run_1/clock_nets.png
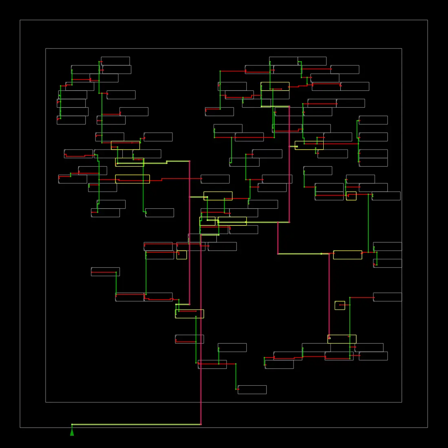
run_1/m2.png
Drawn at 2 px/um.
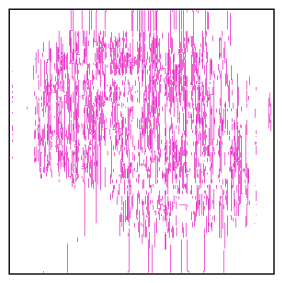
run_1/layers.png
Drawn at 3 px/um.
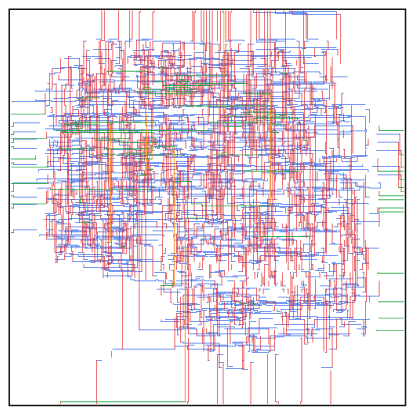
==> src/rtl/lcm_gcd_host_if.sv <==
// lcm_gcd_host_if: bundles the upstream operand, GCD engine and downstream
// result handshakes of lcm_gcd_host.
// Ports (signals):
//   in_valid/in_ready/in_a/in_b
//   eng_req/eng_a/eng_b/eng_ack/eng_gcd
//   out_valid/out_ready/out_gcd/out_lcm/out_err
// Modports:
//   slave  - the host itself.
//   master - the surrounding environment.
//            It covers the operand source, the engine and the result sink.
interface lcm_gcd_host_if #(
    parameter int W = 8
);
    logic           in_valid;
    logic           in_ready;
    logic [W-1:0]   in_a;
    logic [W-1:0]   in_b;
    logic           eng_req;
    logic [W-1:0]   eng_a;
    logic [W-1:0]   eng_b;
    logic           eng_ack;
    logic [W-1:0]   eng_gcd;
    logic           out_valid;
    logic           out_ready;
    logic [W-1:0]   out_gcd;
    logic [2*W-1:0] out_lcm;
    logic           out_err;

    modport slave (
        input  in_valid, in_a, in_b, eng_ack, eng_gcd, out_ready,
        output in_ready, eng_req, eng_a, eng_b,
        output out_valid, out_gcd, out_lcm, out_err
    );

    modport master (
        output in_valid, in_a, in_b, eng_ack, eng_gcd, out_ready,
        input  in_ready, eng_req, eng_a, eng_b,
        input  out_valid, out_gcd, out_lcm, out_err
    );
endinterface

==> src/rtl/lcm_gcd_host.sv <==
// lcm_gcd_host: asks an external engine for gcd(a,b).
// It then computes lcm = (a/gcd)*b with a restoring divider and a registered
// multiply, and returns gcd, lcm and an error flag downstream.
// Ports:
//   clk - rising-edge clock.
//   rst - asynchronous, active-high reset.
//   bus - lcm_gcd_host_if.slave.
//         It carries the in_*, eng_* and out_* handshakes.
// Macro HOST_TIMEOUT_EN:
//   When defined, it bounds the engine wait to TIMEOUT_CYCLES.
//   A timeout returns err=1.
module lcm_gcd_host #(
    parameter int W              = 8,
    parameter int TIMEOUT_CYCLES = 1024
) (
    input  logic          clk,
    input  logic          rst,
    lcm_gcd_host_if.slave bus
);
    localparam int CW = (W > 1) ? $clog2(W) : 1;
    localparam logic [CW-1:0] CNT_TOP = CW'(W - 1);

    typedef enum logic [2:0] {
        S_IDLE, S_REQ, S_WAIT, S_DIV, S_MUL, S_DONE
    } state_t;

    state_t         state_q, state_d;
    logic [W-1:0]   a_q, a_d;
    logic [W-1:0]   b_q, b_d;
    logic [W-1:0]   g_q, g_d;
    logic [W-1:0]   quo_q, quo_d;
    logic [W-1:0]   rem_q, rem_d;
    logic [CW-1:0]  cnt_q, cnt_d;
    logic [W-1:0]   eng_a_q, eng_a_d;
    logic [W-1:0]   eng_b_q, eng_b_d;
    logic [W-1:0]   gcd_q, gcd_d;
    logic [2*W-1:0] lcm_q, lcm_d;
    logic           err_q, err_d;
    logic [W:0]     trial;
    logic [W-1:0]   mn;

`ifdef HOST_TIMEOUT_EN
    localparam int TW = $clog2(TIMEOUT_CYCLES + 1);
    localparam logic [TW-1:0] T_LAST = TW'(TIMEOUT_CYCLES - 1);
    logic [TW-1:0]  wcnt_q, wcnt_d;
`endif

    assign mn = (a_q < b_q) ? a_q : b_q;

    always_ff @(posedge clk or posedge rst) begin
        if (rst) begin
            state_q <= S_IDLE;
            a_q     <= '0;
            b_q     <= '0;
            g_q     <= '0;
            quo_q   <= '0;
            rem_q   <= '0;
            cnt_q   <= '0;
            eng_a_q <= '0;
            eng_b_q <= '0;
            gcd_q   <= '0;
            lcm_q   <= '0;
            err_q   <= 1'b0;
`ifdef HOST_TIMEOUT_EN
            wcnt_q  <= '0;
`endif
        end else begin
            state_q <= state_d;
            a_q     <= a_d;
            b_q     <= b_d;
            g_q     <= g_d;
            quo_q   <= quo_d;
            rem_q   <= rem_d;
            cnt_q   <= cnt_d;
            eng_a_q <= eng_a_d;
            eng_b_q <= eng_b_d;
            gcd_q   <= gcd_d;
            lcm_q   <= lcm_d;
            err_q   <= err_d;
`ifdef HOST_TIMEOUT_EN
            wcnt_q  <= wcnt_d;
`endif
        end
    end

    always_comb begin
        state_d = state_q;
        a_d     = a_q;
        b_d     = b_q;
        g_d     = g_q;
        quo_d   = quo_q;
        rem_d   = rem_q;
        cnt_d   = cnt_q;
        eng_a_d = eng_a_q;
        eng_b_d = eng_b_q;
        gcd_d   = gcd_q;
        lcm_d   = lcm_q;
        err_d   = err_q;
`ifdef HOST_TIMEOUT_EN
        wcnt_d  = wcnt_q;
`endif
        // Partial remainder shifted left by one, with the next dividend bit
        // brought in. It is the candidate for this step's subtraction.
        trial   = {rem_q, a_q[cnt_q]};
        unique case (state_q)
            S_IDLE: begin
                if (bus.in_valid) begin
                    a_d = bus.in_a;
                    b_d = bus.in_b;
                    if (bus.in_a == '0 || bus.in_b == '0) begin
                        gcd_d   = (bus.in_a > bus.in_b) ? bus.in_a : bus.in_b;
                        lcm_d   = '0;
                        err_d   = 1'b0;
                        state_d = S_DONE;
                    end else begin
                        state_d = S_REQ;
                    end
                end
            end
            S_REQ: begin
                eng_a_d = a_q;
                eng_b_d = b_q;
`ifdef HOST_TIMEOUT_EN
                wcnt_d  = '0;
`endif
                state_d = S_WAIT;
            end
            S_WAIT: begin
                if (bus.eng_ack) begin
                    g_d = bus.eng_gcd;
                    // A usable gcd is nonzero and cannot exceed either operand.
                    if (bus.eng_gcd == '0 || bus.eng_gcd > mn) begin
                        gcd_d   = bus.eng_gcd;
                        lcm_d   = '0;
                        err_d   = 1'b1;
                        state_d = S_DONE;
                    end else begin
                        quo_d   = '0;
                        rem_d   = '0;
                        cnt_d   = CNT_TOP;
                        state_d = S_DIV;
                    end
                end
`ifdef HOST_TIMEOUT_EN
                else if (wcnt_q == T_LAST) begin
                    gcd_d   = '0;
                    lcm_d   = '0;
                    err_d   = 1'b1;
                    state_d = S_DONE;
                end else begin
                    wcnt_d = wcnt_q + 1'b1;
                end
`endif
            end
            S_DIV: begin
                if (trial >= {1'b0, g_q}) begin
                    rem_d        = W'(trial - {1'b0, g_q});
                    quo_d[cnt_q] = 1'b1;
                end else begin
                    rem_d = trial[W-1:0];
                end
                if (cnt_q == '0) begin
                    state_d = S_MUL;
                end else begin
                    cnt_d = cnt_q - 1'b1;
                end
            end
            S_MUL: begin
                gcd_d = g_q;
                // A leftover remainder means the engine's value does not divide a.
                if (rem_q != '0) begin
                    lcm_d = '0;
                    err_d = 1'b1;
                end else begin
                    lcm_d = (2*W)'(quo_q) * (2*W)'(b_q);
                    err_d = 1'b0;
                end
                state_d = S_DONE;
            end
            S_DONE: begin
                if (bus.out_ready) begin
                    state_d = S_IDLE;
                end
            end
            default: state_d = S_IDLE;
        endcase
    end

    assign bus.in_ready  = (state_q == S_IDLE);
    assign bus.eng_req   = (state_q == S_WAIT);
    assign bus.eng_a     = eng_a_q;
    assign bus.eng_b     = eng_b_q;
    assign bus.out_valid = (state_q == S_DONE);
    assign bus.out_gcd   = gcd_q;
    assign bus.out_lcm   = lcm_q;
    assign bus.out_err   = err_q;
endmodule

==> src/flat_wrapper.sv <==
// flat-port wrapper written by rule: the top's interface ports become plain ports
module lcm_gcd_host_flat 
#(
    parameter int W              = 8,
    parameter int TIMEOUT_CYCLES = 1024
)
  (clk, rst, bus_in_valid, bus_in_a, bus_in_b, bus_eng_ack, bus_eng_gcd, bus_out_ready, bus_in_ready, bus_eng_req, bus_eng_a, bus_eng_b, bus_out_valid, bus_out_gcd, bus_out_lcm, bus_out_err);
  lcm_gcd_host_if #(.W(W)) bus_i ();
  input  logic clk;
  input  logic rst;
  input wire logic [$bits(bus_i.in_valid)-1:0] bus_in_valid;
  input wire logic [$bits(bus_i.in_a)-1:0] bus_in_a;
  input wire logic [$bits(bus_i.in_b)-1:0] bus_in_b;
  input wire logic [$bits(bus_i.eng_ack)-1:0] bus_eng_ack;
  input wire logic [$bits(bus_i.eng_gcd)-1:0] bus_eng_gcd;
  input wire logic [$bits(bus_i.out_ready)-1:0] bus_out_ready;
  output wire logic [$bits(bus_i.in_ready)-1:0] bus_in_ready;
  output wire logic [$bits(bus_i.eng_req)-1:0] bus_eng_req;
  output wire logic [$bits(bus_i.eng_a)-1:0] bus_eng_a;
  output wire logic [$bits(bus_i.eng_b)-1:0] bus_eng_b;
  output wire logic [$bits(bus_i.out_valid)-1:0] bus_out_valid;
  output wire logic [$bits(bus_i.out_gcd)-1:0] bus_out_gcd;
  output wire logic [$bits(bus_i.out_lcm)-1:0] bus_out_lcm;
  output wire logic [$bits(bus_i.out_err)-1:0] bus_out_err;
  assign bus_i.in_valid = bus_in_valid;
  assign bus_i.in_a = bus_in_a;
  assign bus_i.in_b = bus_in_b;
  assign bus_i.eng_ack = bus_eng_ack;
  assign bus_i.eng_gcd = bus_eng_gcd;
  assign bus_i.out_ready = bus_out_ready;
  assign bus_in_ready = bus_i.in_ready;
  assign bus_eng_req = bus_i.eng_req;
  assign bus_eng_a = bus_i.eng_a;
  assign bus_eng_b = bus_i.eng_b;
  assign bus_out_valid = bus_i.out_valid;
  assign bus_out_gcd = bus_i.out_gcd;
  assign bus_out_lcm = bus_i.out_lcm;
  assign bus_out_err = bus_i.out_err;
  lcm_gcd_host #(.W(W), .TIMEOUT_CYCLES(TIMEOUT_CYCLES)) u_core (.clk(clk), .rst(rst), .bus(bus_i));
endmodule
==> config.mk <==
export PLATFORM = sky130hd
export DESIGN_NAME = lcm_gcd_host_flat
export DESIGN_NICKNAME = d
export VERILOG_FILES = /design/src/rtl/lcm_gcd_host_if.sv /design/src/rtl/lcm_gcd_host.sv /design/src/flat_wrapper.sv
export SDC_FILE = /design/constraint.sdc
export NUM_CORES = 1
export LEC_CHECK = 0
export CORE_MARGIN = 8
export CORE_UTILIZATION = 53
export CTS_CLUSTER_DIAMETER = 80
export DETAILED_ROUTE_END_ITERATION = 6
export GPL_TIMING_DRIVEN = 0
export PLACE_DENSITY = 0.85
export SLEW_MARGIN = 20
export SYNTH_ARGS = -nofsm -noshare
export SYNTH_HDL_FRONTEND = slang
export SYNTH_SLANG_ARGS = --single-unit
export TNS_END_PERCENT = 20
==> constraint.sdc <==
create_clock -name clk -period 4.75 [get_ports clk]
set_clock_uncertainty 0.15 [all_clocks]
set_input_delay 0.95 -clock clk [delete_from_list [all_inputs] [get_ports clk]]
set_output_delay 0.95 -clock clk [all_outputs]
set_load 0.02 [all_outputs]
==> GITHUB_STEP_SUMMARY, run 1 <==
### Yosys + OpenROAD results

| Metric | Value |
|---|---|
| CP arrival | `roughly 4.8 ns` |
| Final Util | `roughly 64%` |
| Hpwl dp | `roughly 13 mm` |
| Post-route cell area | `8350 um^2` |
| Combinational share of power | `~62%` |
| Port bufs | `approximately 72` |
| Non-clock buffer share | `a little over a tenth` |
| Count of cell types in the netlist | `~63` |
| Worst-path clk slew | `roughly 0.07 ns` |
| Post-synth EDFFs | `0` |
| Mux frac, synth | `between 8 and 9%` |
| Cell family with most CP delay | `adder cells` |
| Critical path origin | `u_core.b_q[7]$_DFFE_PP0P_` |
| H-tree lvl count | `3` |
| CTS max path bufs | `2` |
| Clk cell area share | `under 10%` |
| Hold wc startpoint | `u_core.bus.out_lcm[2]$_DFFE_PP0P_` |
| Non-Clock Buffer Count | `~95` |
| Ys cells | `slightly above 700` |
| Flop share of the area | `approximately a quarter` |
| Synth-to-layout area growth | `17.9%` |
| Final Hold Violating Endpoints | `0` |
| P_leak | `3.99 nW` |
| CP max stage delay | `0.56 ns` |
| Synth flops | `roughly 87` |
| WHS Endpoint | `u_core.bus.out_lcm[2]$_DFFE_PP0P_` |
| Post-synthesis sequential area ratio | `between 30% and 40%` |
| Resized Gates After CTS | `4` |
| Power, Total | `about 0.0055 W` |
| Clock tree from TritonCTS | `done` |
| Count leader, synth | `dfrtp_1` |
| VDD IR max | `~0.47 mV` |
| Via density | `about 5.8` |
| # fillers | `~1000` |
| Cycle use final | `between 90% and 100%` |
| Reg2reg setup slack | `roughly 0.090 ns` |
| Register area | `about 2200 um^2` |
| Post-CTS Setup Inserts | `0` |
| Netlist Area Pre-Place | `a little over 7000 um^2` |
| GRT Max-Usage Layer | `met2` |
| RSZ-0062 raised after global routing | `yes` |
| Chip width | `132 um` |
| # clk buffers | `10` |
| Number of flip-flops under the largest register name | `16` |
| Most used cell, CP | `fa_1` |
| Top cells by count | `dfrtp_1 (87), inv_1 (82), ha_1 (69), nand2_1 (55), and2_1 (54)` |
| Pins Over Slew Limit | `0` |
| Sw power | `about 0.0025 W` |
| Inverters | `between 80 and 90` |
| Accumulated negative setup slack | `0 ns` |
| Post-synth ARST share | `100%` |
| Die ar. | `17300 um^2` |
| Slew @ Worst Pin | `slightly above 0.7 ns` |
| Worst-path fanout max | `11` |
| Warning total across the stage logs | `28` |
| # diodes | `0` |
| Max-slew headroom | `roughly 53%` |
| Worst skew pair latency | `0.35 ns` |
| Cell class with the largest area share | `logic gates` |
| Area share, top type | `between 30% and 40%` |
| Simple-gate share of the synthesized area | `13.5%` |
| Flip-flops | `~87` |
| Well Taps | `176` |
| DP Area | `slightly above 8000 um^2` |
| DR WL met3 | `between 800 and 900 um` |
| Hold Buf Count CTS | `0` |
| Biggest consumer | `combinational cells` |
| Commonest flop | `dfrtp_1` |
| Mapped Avg Cell Area | `roughly 10 um^2` |
| Mi-comb count | `between 500 and 600` |
| Outcome | `finished, final reports clean` |
| Largest net degree at the start of global routing | `roughly 50` |
| Total core area | `13100 um^2` |
| # setup viols final | `0` |
| Met1 wire length | `7.48 mm` |
| Minimum clock period after layout | `4.66 ns` |
| Worst hold margin | `0.354 ns` |
| TritonRoute pass-1 iters | `6` |
| Combinational share of cell area | `53.5%` |
| Adder Area Share | `between 20% and 30%` |
| Met3 global-route usage | `2.82%` |
| Worst setup SP type | `flop` |
| Floorplan row count | `between 40 and 50` |
| CP bufs+invs | `2` |
| WHS Path Cells | `1` |
| Pre-CTS setup slack | `-0.307 ns` |
| DRC errors left | `0` |
| Complex Gates by Area | `about 16%` |
| Reg-to-reg endpoint | `u_core.bus.out_lcm[15]$_DFFE_PP0P_` |
| CP Class | `reg2reg` |
| Layout Cells excl Fill | `962` |
| CTS Root Cell | `clkbuf_16` |
| Cell Chain, Critical Path | `and2_1, fa_1, fa_1, fa_1, inv_1, fa_1, inv_1, ha_1, o211ai_1, o21ai_1, a31oi_1, o31ai_2, xnor2_1, a22o_1` |
| Clock power frac | `between 10% and 20%` |
| Io pins | `73` |
| GR Layer Usage met1 | `26.6%` |
| Xor/xnor share | `about 2.1%` |
| Reg-to-reg critical path startpoint | `u_core.b_q[7]$_DFFE_PP0P_` |
| First-pass GRT wire length | `about 29 mm` |
| Gr ovfl total | `0` |
| Vias in the first global route | `between 5000 and 6000` |
| Largest logic family | `adder cells` |
| Fp_density | `between 50% and 60%` |
| GP Congestion | `just under 0.9` |
| DR WL met2 | `around 8.3 mm` |
| Power Internal | `0.00302 W` |
| P_seq | `approximately 0.0014 W` |
| MaxCap Viol Count | `0` |
| Ys Warns | `0` |
| Critical Path Sink Type | `flop` |
| Dpl cells | `between 900 and 1000` |
| Logic cell area | `~4500 um^2` |
| Slowest-stage cell, CP | `fa_1` |
| Fmax | `215 MHz` |
| Register-to-Register Path Depth | `14` |
| Power Density | `approximately 660 nW/um^2` |
| Top Layout Cells | `inv_1 (81), dfrtp_1 (81), clkdlybuf4s50_1 (72)` |
| Final #Nets | `roughly 920` |
| Comb group | `between 0.003 and 0.004 W` |
| Starting DRC count in detailed routing | `about 390` |
| Sequential power share | `around a quarter` |
| Net Sw Frac | `a little under half` |
| WP depth | `14` |
| Setup crit end | `u_core.bus.out_lcm[15]$_DFFE_PP0P_` |
| Clk pwr | `between 0.0007 and 0.0008 W` |
| CP required | `around 4.8 ns` |
Back to the opening pictures, clock_nets.png:
CTS Buf Count: 9
clock sink count: 87

Back to the opening pictures, m2.png:
825 nets have wire on it. The layer holds 49% of the routed length.
met2 GRT Util: 32.8%
Vias: 5597

Back to the opening pictures, layers.png:
Key: orange = M4 [wire length 292 um]; red = M2 [wire length 8270 um]; blue = M1 [wire length 7480 um]; green = M3 [wire length 850 um]
drt wl/cell: 17.6 um
final WL: 16.9 mm
Global Route Usage Sum: 20.0%

run_1/m3.png
Drawn at 2 px/um.
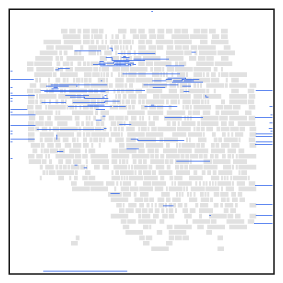

==> run 2: changes to the inputs <==
--- a/config.mk
+++ b/config.mk
@@ -5,6 +5,7 @@
 export SDC_FILE = /design/constraint.sdc
 export NUM_CORES = 1
 export LEC_CHECK = 0
+export CORE_ASPECT_RATIO = 0.75
 export CORE_MARGIN = 8
 export CORE_UTILIZATION = 53
 export CTS_CLUSTER_DIAMETER = 80
run_2/m3.png
Drawn at 2 px/um.
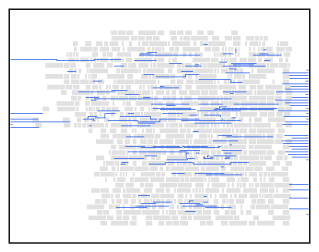
The layer carries 1640 um of wire. The layer holds 9.0% of the routed length. The wires run mostly horizontal. The longest straight run is 68.5 um.
Vias: 5828
final WL: 18.4 mm
met3 global-route usage: 6.19%

run_2/layers.png
Drawn at 2 px/um.
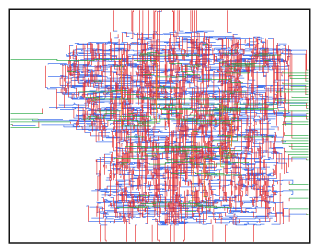
Key: green = M3 [wire length 1640 um]; orange = M4 [wire length 154 um]; blue = M1 [wire length 8080 um]; red = M2 [wire length 8490 um]
Global Route Usage Sum: 20.9%
drt wl/cell: 18.8 um

run_2/clock_nets.png
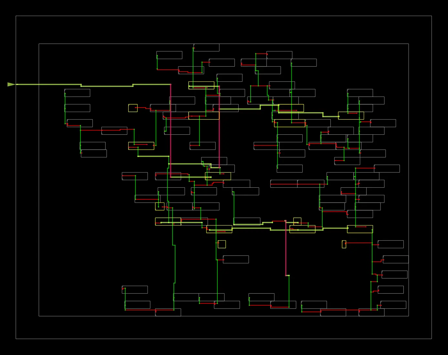
flip-flops: 87
# clk buffers: 10
worst skew pair latency: 0.35 ns
clk pwr: 0.000784 W

==> run 2 against run 1 <==
Effect of this change: clock-buffer cell count did not move; die size rose by 0.22%; flip-flop count stayed put; sequential power about the same; core utilization up 1.9 points; combinational power up 6%; final cell count is 1.7% higher.
==> GITHUB_STEP_SUMMARY, run 2 <==
### Yosys + OpenROAD results

| Metric | Value |
|---|---|
| Logic cell area | `4480 um^2 (+0.25%)` |
| Sequential power share | `23.8% (-1.1 points)` |
| Most numerous logic cell after layout | `inv_1` |
| GR Layer Usage met1 | `28.9% (+2.3 points)` |
| DP Area | `8050 um^2 (about the same)` |
| TritonRoute pass-1 iters | `5 (-1)` |
| Critical path origin | `u_core.quo_q[4]$_DFFE_PP0P_` |
| Worst-path fanout max | `8 (-3)` |
| Cell family with most CP delay | `adder cells` |
| Simple-gate share of the synthesized area | `13.5% (unchanged)` |
| Reg-to-reg critical path startpoint | `u_core.quo_q[4]$_DFFE_PP0P_` |
| Cycle use final | `98.3% (+0.21 points)` |
| DR WL met2 | `8.48 mm (+2.5%)` |
| Chip width | `149 um (+14%)` |
| Pins Over Slew Limit | `0 (unchanged)` |
| Power, Total | `0.00579 W (+4.5%)` |
| Xor/xnor share | `2.10% (unchanged)` |
| Worst-path clk slew | `0.07 ns (about the same)` |
| H-tree lvl count | `3 (unchanged)` |
| # diodes | `0 (unchanged)` |
| Most used cell, CP | `fa_1` |
| GP Congestion | `0.881 (+1.0%)` |
| Clk cell area share | `3.77% (+0.24 points)` |
| Combinational share of power | `62.7% (+0.6 points)` |
| Final #Nets | `937 (+2.1%)` |
| Sw power | `0.00264 W (+4.6%)` |
| Count leader, synth | `dfrtp_1` |
| Final Hold Violating Endpoints | `0 (unchanged)` |
| Minimum clock period after layout | `4.67 ns (+0.0101 ns)` |
| Hold Buf Count CTS | `0 (unchanged)` |
| Die ar. | `17400 um^2 (+0.22%)` |
| Clock tree from TritonCTS | `done` |
| Total core area | `13000 um^2 (-0.91%)` |
| VDD IR max | `0.351 mV (-25%)` |
| Well Taps | `171 (-2.8%)` |
| Post-synth ARST share | `100% (unchanged)` |
| CTS max path bufs | `2 (unchanged)` |
| Biggest consumer | `combinational cells` |
| WP depth | `14 (unchanged)` |
| CP Class | `reg2reg` |
| Port bufs | `72 (unchanged)` |
| Outcome | `finished, final reports clean` |
| Reg2reg setup slack | `0.08 ns (about the same)` |
| Comb group | `0.00363 W (+6%)` |
| CP max stage delay | `0.60 ns (+0.04 ns)` |
| Gr ovfl total | `0 (unchanged)` |
| Cell class with the largest area share | `logic gates` |
| Mux frac, synth | `8.55% (unchanged)` |
| Non-Clock Buffer Count | `114 (+20%)` |
| # fillers | `970 (-6.9%)` |
| Synth flops | `87 (unchanged)` |
| Mapped Avg Cell Area | `10.0 um^2 (unchanged)` |
| Worst hold margin | `0.333 ns (-0.0207 ns)` |
| P_leak | `4.08 nW (+2.3%)` |
| CP bufs+invs | `2 (unchanged)` |
| Post-synthesis sequential area ratio | `30.7% (unchanged)` |
| Area share, top type | `30.7% (unchanged)` |
| Cell Chain, Critical Path | `and2_1, fa_1, fa_1, fa_1, inv_1, fa_1, inv_1, ha_4, o211ai_1, o21ai_2, a31oi_1, o31ai_1, xnor2_1, a22o_1` |
| Post-route cell area | `8530 um^2 (+2.1%)` |
| Hpwl dp | `13.1 mm (+1.6%)` |
| Register-to-Register Path Depth | `14 (unchanged)` |
| Mi-comb count | `508 (unchanged)` |
| DR WL met3 | `1.64 mm (+93%)` |
| Fp_density | `54.4% (+0.50 points)` |
| Inverters | `82 (unchanged)` |
| Top cells by count | `dfrtp_1 (87), inv_1 (82), ha_1 (69), nand2_1 (55), and2_1 (54)` |
| Largest net degree at the start of global routing | `59 (+18%)` |
| Slew @ Worst Pin | `0.704 ns (-0.00176 ns)` |
| Largest logic family | `adder cells` |
| CTS Buf Count | `9 (unchanged)` |
| Fmax | `214 MHz (-0.22%)` |
| Ys Warns | `0 (unchanged)` |
| Pre-CTS setup slack | `-0.309 ns (-0.00138 ns)` |
| CP arrival | `4.76 ns (about the same)` |
| Layout Cells excl Fill | `978 (+1.7%)` |
| Met2 GRT Util | `32.3% (-0.50 points)` |
| Starting DRC count in detailed routing | `487 (+26%)` |
| Combinational share of cell area | `52.5% (-0.97 points)` |
| DRC errors left | `0 (unchanged)` |
| Clock sink count | `87 (unchanged)` |
| Netlist Area Pre-Place | `7080 um^2 (unchanged)` |
| WHS Path Cells | `1 (unchanged)` |
| Top Layout Cells | `inv_1 (81), dfrtp_1 (75), clkdlybuf4s50_1 (72)` |
| Hold wc startpoint | `u_core.bus.out_err$_DFFE_PP0P_` |
| WHS Endpoint | `u_core.bus.out_err$_DFFE_PP0P_` |
| Clock power frac | `13.5% (+0.5 points)` |
| Setup crit end | `u_core.bus.out_lcm[15]$_DFFE_PP0P_` |
| Commonest flop | `dfrtp_1` |
| Worst setup SP type | `flop` |
| Io pins | `73 (unchanged)` |
| Non-clock buffer share | `11.8% (+1.4 points)` |
| Slowest-stage cell, CP | `fa_1` |
| Complex Gates by Area | `16.0% (unchanged)` |
| MaxCap Viol Count | `0 (unchanged)` |
| Dpl cells | `949 (-0.52%)` |
| Resized Gates After CTS | `4 (unchanged)` |
| Net Sw Frac | `45.6% (+0.049 points)` |
| Flop share of the area | `25.7% (-0.45 points)` |
| Post-CTS Setup Inserts | `0 (unchanged)` |
| Power Density | `680 nW/um^2 (+2.3%)` |
| Reg-to-reg endpoint | `u_core.bus.out_lcm[15]$_DFFE_PP0P_` |
| Warning total across the stage logs | `27 (-3.6%)` |
| Final Util | `65.5% (+1.9 points)` |
| Vias in the first global route | `5646 (-2.0%)` |
| CTS Root Cell | `clkbuf_16` |
| Via density | `5.96 (+2.4%)` |
| Max-slew headroom | `52.9% (+0.17 points)` |
| Count of cell types in the netlist | `63 (unchanged)` |
run_2/m2.png
Drawn at 2 px/um.
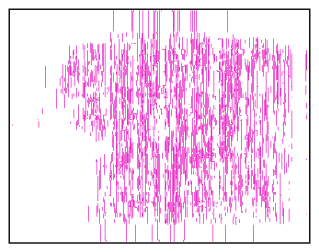

==> run 3: changes to the inputs <==
--- a/config.mk
+++ b/config.mk
@@ -11,7 +11,7 @@
 export CTS_CLUSTER_DIAMETER = 80
 export DETAILED_ROUTE_END_ITERATION = 6
 export GPL_TIMING_DRIVEN = 0
-export PLACE_DENSITY = 0.85
+export PLACE_DENSITY_LB_ADDON = 0.2
 export SLEW_MARGIN = 20
 export SYNTH_ARGS = -nofsm -noshare
 export SYNTH_HDL_FRONTEND = slang
run_3/m2.png
Drawn at 2 px/um.
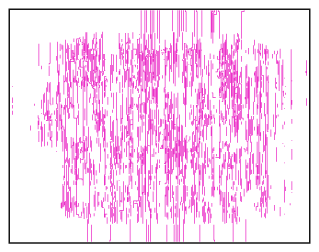
The layer carries 8580 um of wire. The wires run mostly vertical.
final WL: 18.0 mm
met2 GRT Util: 35.1%
Vias: 5645

run_3/floorplan.png
Drawn at 2 px/um. Pins as bars on the die edge. Tap cells in grey.
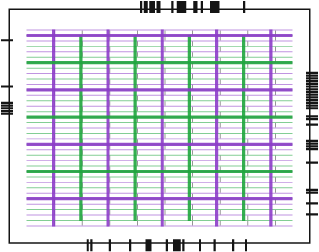
Key: green = VDD; purple = VSS
The core has 36 rows. 73 signal pins sit on the boundary. 7 straps on met5.
total core area: 13000 um^2
VDD IR max: 0.397 mV
chip width: 149 um

run_3/clock_nets.png
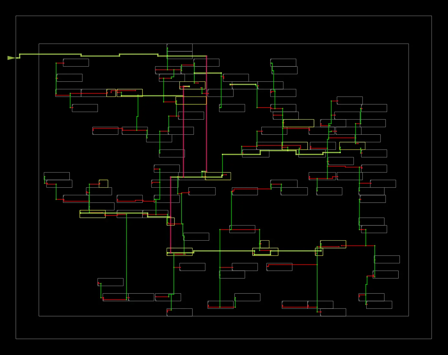
clk pwr: 0.000793 W
# clk buffers: 9

==> run 3 against run 2 <==
Effect of this change: final cell count decreased by 1.7%; sequential power about the same; cell area decreased by 1.4%; sequential share of layout area increased by 0.30 points; hold slack improved by 0.023 ns; flip-flop count unchanged; core utilization decreased by 0.89 points; critical path depth unchanged; area after synthesis unchanged; wire length decreased by 1.8%.
==> GITHUB_STEP_SUMMARY, run 3 <==
### Yosys + OpenROAD results

| Metric | Value |
|---|---|
| Mi-comb count | `508 (unchanged)` |
| Reg2reg setup slack | `0.11 ns (+0.03 ns)` |
| First-pass GRT wire length | `roughly 30 mm` |
| Final Util | `64.6% (-0.89 points)` |
| Starting DRC count in detailed routing | `436 (-10%)` |
| Mapped Avg Cell Area | `10.0 um^2 (unchanged)` |
| Well Taps | `171 (unchanged)` |
| Logic cell area | `4480 um^2 (+0.14%)` |
| Reg-to-reg endpoint | `u_core.bus.out_lcm[15]$_DFFE_PP0P_` |
| Count of cell types in the netlist | `63 (unchanged)` |
| CP arrival | `4.74 ns (-0.02 ns)` |
| Reg-to-reg critical path startpoint | `u_core.quo_q[4]$_DFFE_PP0P_` |
| Port bufs | `72 (unchanged)` |
| Most used cell, CP | `fa_1` |
| Via density | `5.87 (-1.4%)` |
| Xor/xnor share | `2.10% (unchanged)` |
| Hold wc startpoint | `u_core.bus.out_lcm[2]$_DFFE_PP0P_` |
| Gr ovfl total | `0 (unchanged)` |
| CP max stage delay | `0.55 ns (-0.05 ns)` |
| H-tree lvl count | `3 (unchanged)` |
| Area share, top type | `30.7% (unchanged)` |
| P_leak | `4.01 nW (-1.8%)` |
| Post-synth ARST share | `100% (unchanged)` |
| GR Layer Usage met1 | `29.2% (+0.24 points)` |
| CTS max path bufs | `2 (unchanged)` |
| Comb group | `0.00349 W (-4%)` |
| Count leader, synth | `dfrtp_1` |
| Worst skew pair latency | `0.35 ns (about the same)` |
| Register-to-Register Path Depth | `14 (unchanged)` |
| Clk cell area share | `3.88% (+0.11 points)` |
| Outcome | `finished, final reports clean` |
| Layout Cells excl Fill | `961 (-1.7%)` |
| # fillers | `1012 (+4.3%)` |
| Worst setup SP type | `flop` |
| Hold Buf Count CTS | `0 (unchanged)` |
| Netlist Area Pre-Place | `7080 um^2 (unchanged)` |
| Post-route cell area | `8410 um^2 (-1.4%)` |
| # diodes | `0 (unchanged)` |
| Dpl cells | `949 (unchanged)` |
| Met3 global-route usage | `5.23% (-0.97 points)` |
| MaxCap Viol Count | `0 (unchanged)` |
| Final #Nets | `920 (-1.8%)` |
| Die ar. | `17400 um^2 (unchanged)` |
| Simple-gate share of the synthesized area | `13.5% (unchanged)` |
| Flop share of the area | `26.0% (+0.30 points)` |
| Inverters | `82 (unchanged)` |
| Worst-path clk slew | `0.07 ns (about the same)` |
| CP Class | `reg2reg` |
| Setup crit end | `u_core.bus.out_lcm[15]$_DFFE_PP0P_` |
| DR WL met2 | `8.58 mm (+1.1%)` |
| CTS Buf Count | `9 (unchanged)` |
| Pre-CTS setup slack | `-0.337 ns (-0.0286 ns)` |
| TritonRoute pass-1 iters | `5 (unchanged)` |
| Clock sink count | `87 (unchanged)` |
| Global Route Usage Sum | `21.7% (+0.74 points)` |
| Clock power frac | `14.0% (+0.5 points)` |
| CP bufs+invs | `2 (unchanged)` |
| Slowest-stage cell, CP | `fa_1` |
| Non-Clock Buffer Count | `97 (-15%)` |
| Synth flops | `87 (unchanged)` |
| Drt wl/cell | `18.8 um (about the same)` |
| Warning total across the stage logs | `28 (+3.7%)` |
| Resized Gates After CTS | `8 (+4)` |
| Worst-path fanout max | `9 (+1)` |
| Critical path origin | `u_core.quo_q[4]$_DFFE_PP0P_` |
| Io pins | `73 (unchanged)` |
| Sw power | `0.00261 W (-1.4%)` |
| Commonest flop | `dfrtp_1` |
| Flip-flops | `87 (unchanged)` |
| Cell family with most CP delay | `adder cells` |
| WHS Path Cells | `1 (unchanged)` |
| Post-synthesis sequential area ratio | `30.7% (unchanged)` |
| Power, Total | `0.00568 W (-1.9%)` |
| DRC errors left | `0 (unchanged)` |
| Pins Over Slew Limit | `0 (unchanged)` |
| Minimum clock period after layout | `4.64 ns (-0.0281 ns)` |
| Complex Gates by Area | `16.0% (unchanged)` |
| Post-CTS Setup Inserts | `0 (unchanged)` |
| WHS Endpoint | `u_core.bus.out_lcm[2]$_DFFE_PP0P_` |
| Combinational share of power | `61.3% (-1.4 points)` |
| DP Area | `8050 um^2 (unchanged)` |
| # setup viols final | `0` |
| Worst hold margin | `0.356 ns (+0.0234 ns)` |
| Clock tree from TritonCTS | `done` |
| Final Hold Violating Endpoints | `0 (unchanged)` |
| GP Congestion | `0.860 (-2.4%)` |
| Cell class with the largest area share | `logic gates` |
| DR WL met3 | `1.05 mm (-36%)` |
Power is estimated from default activity; no workload was simulated.
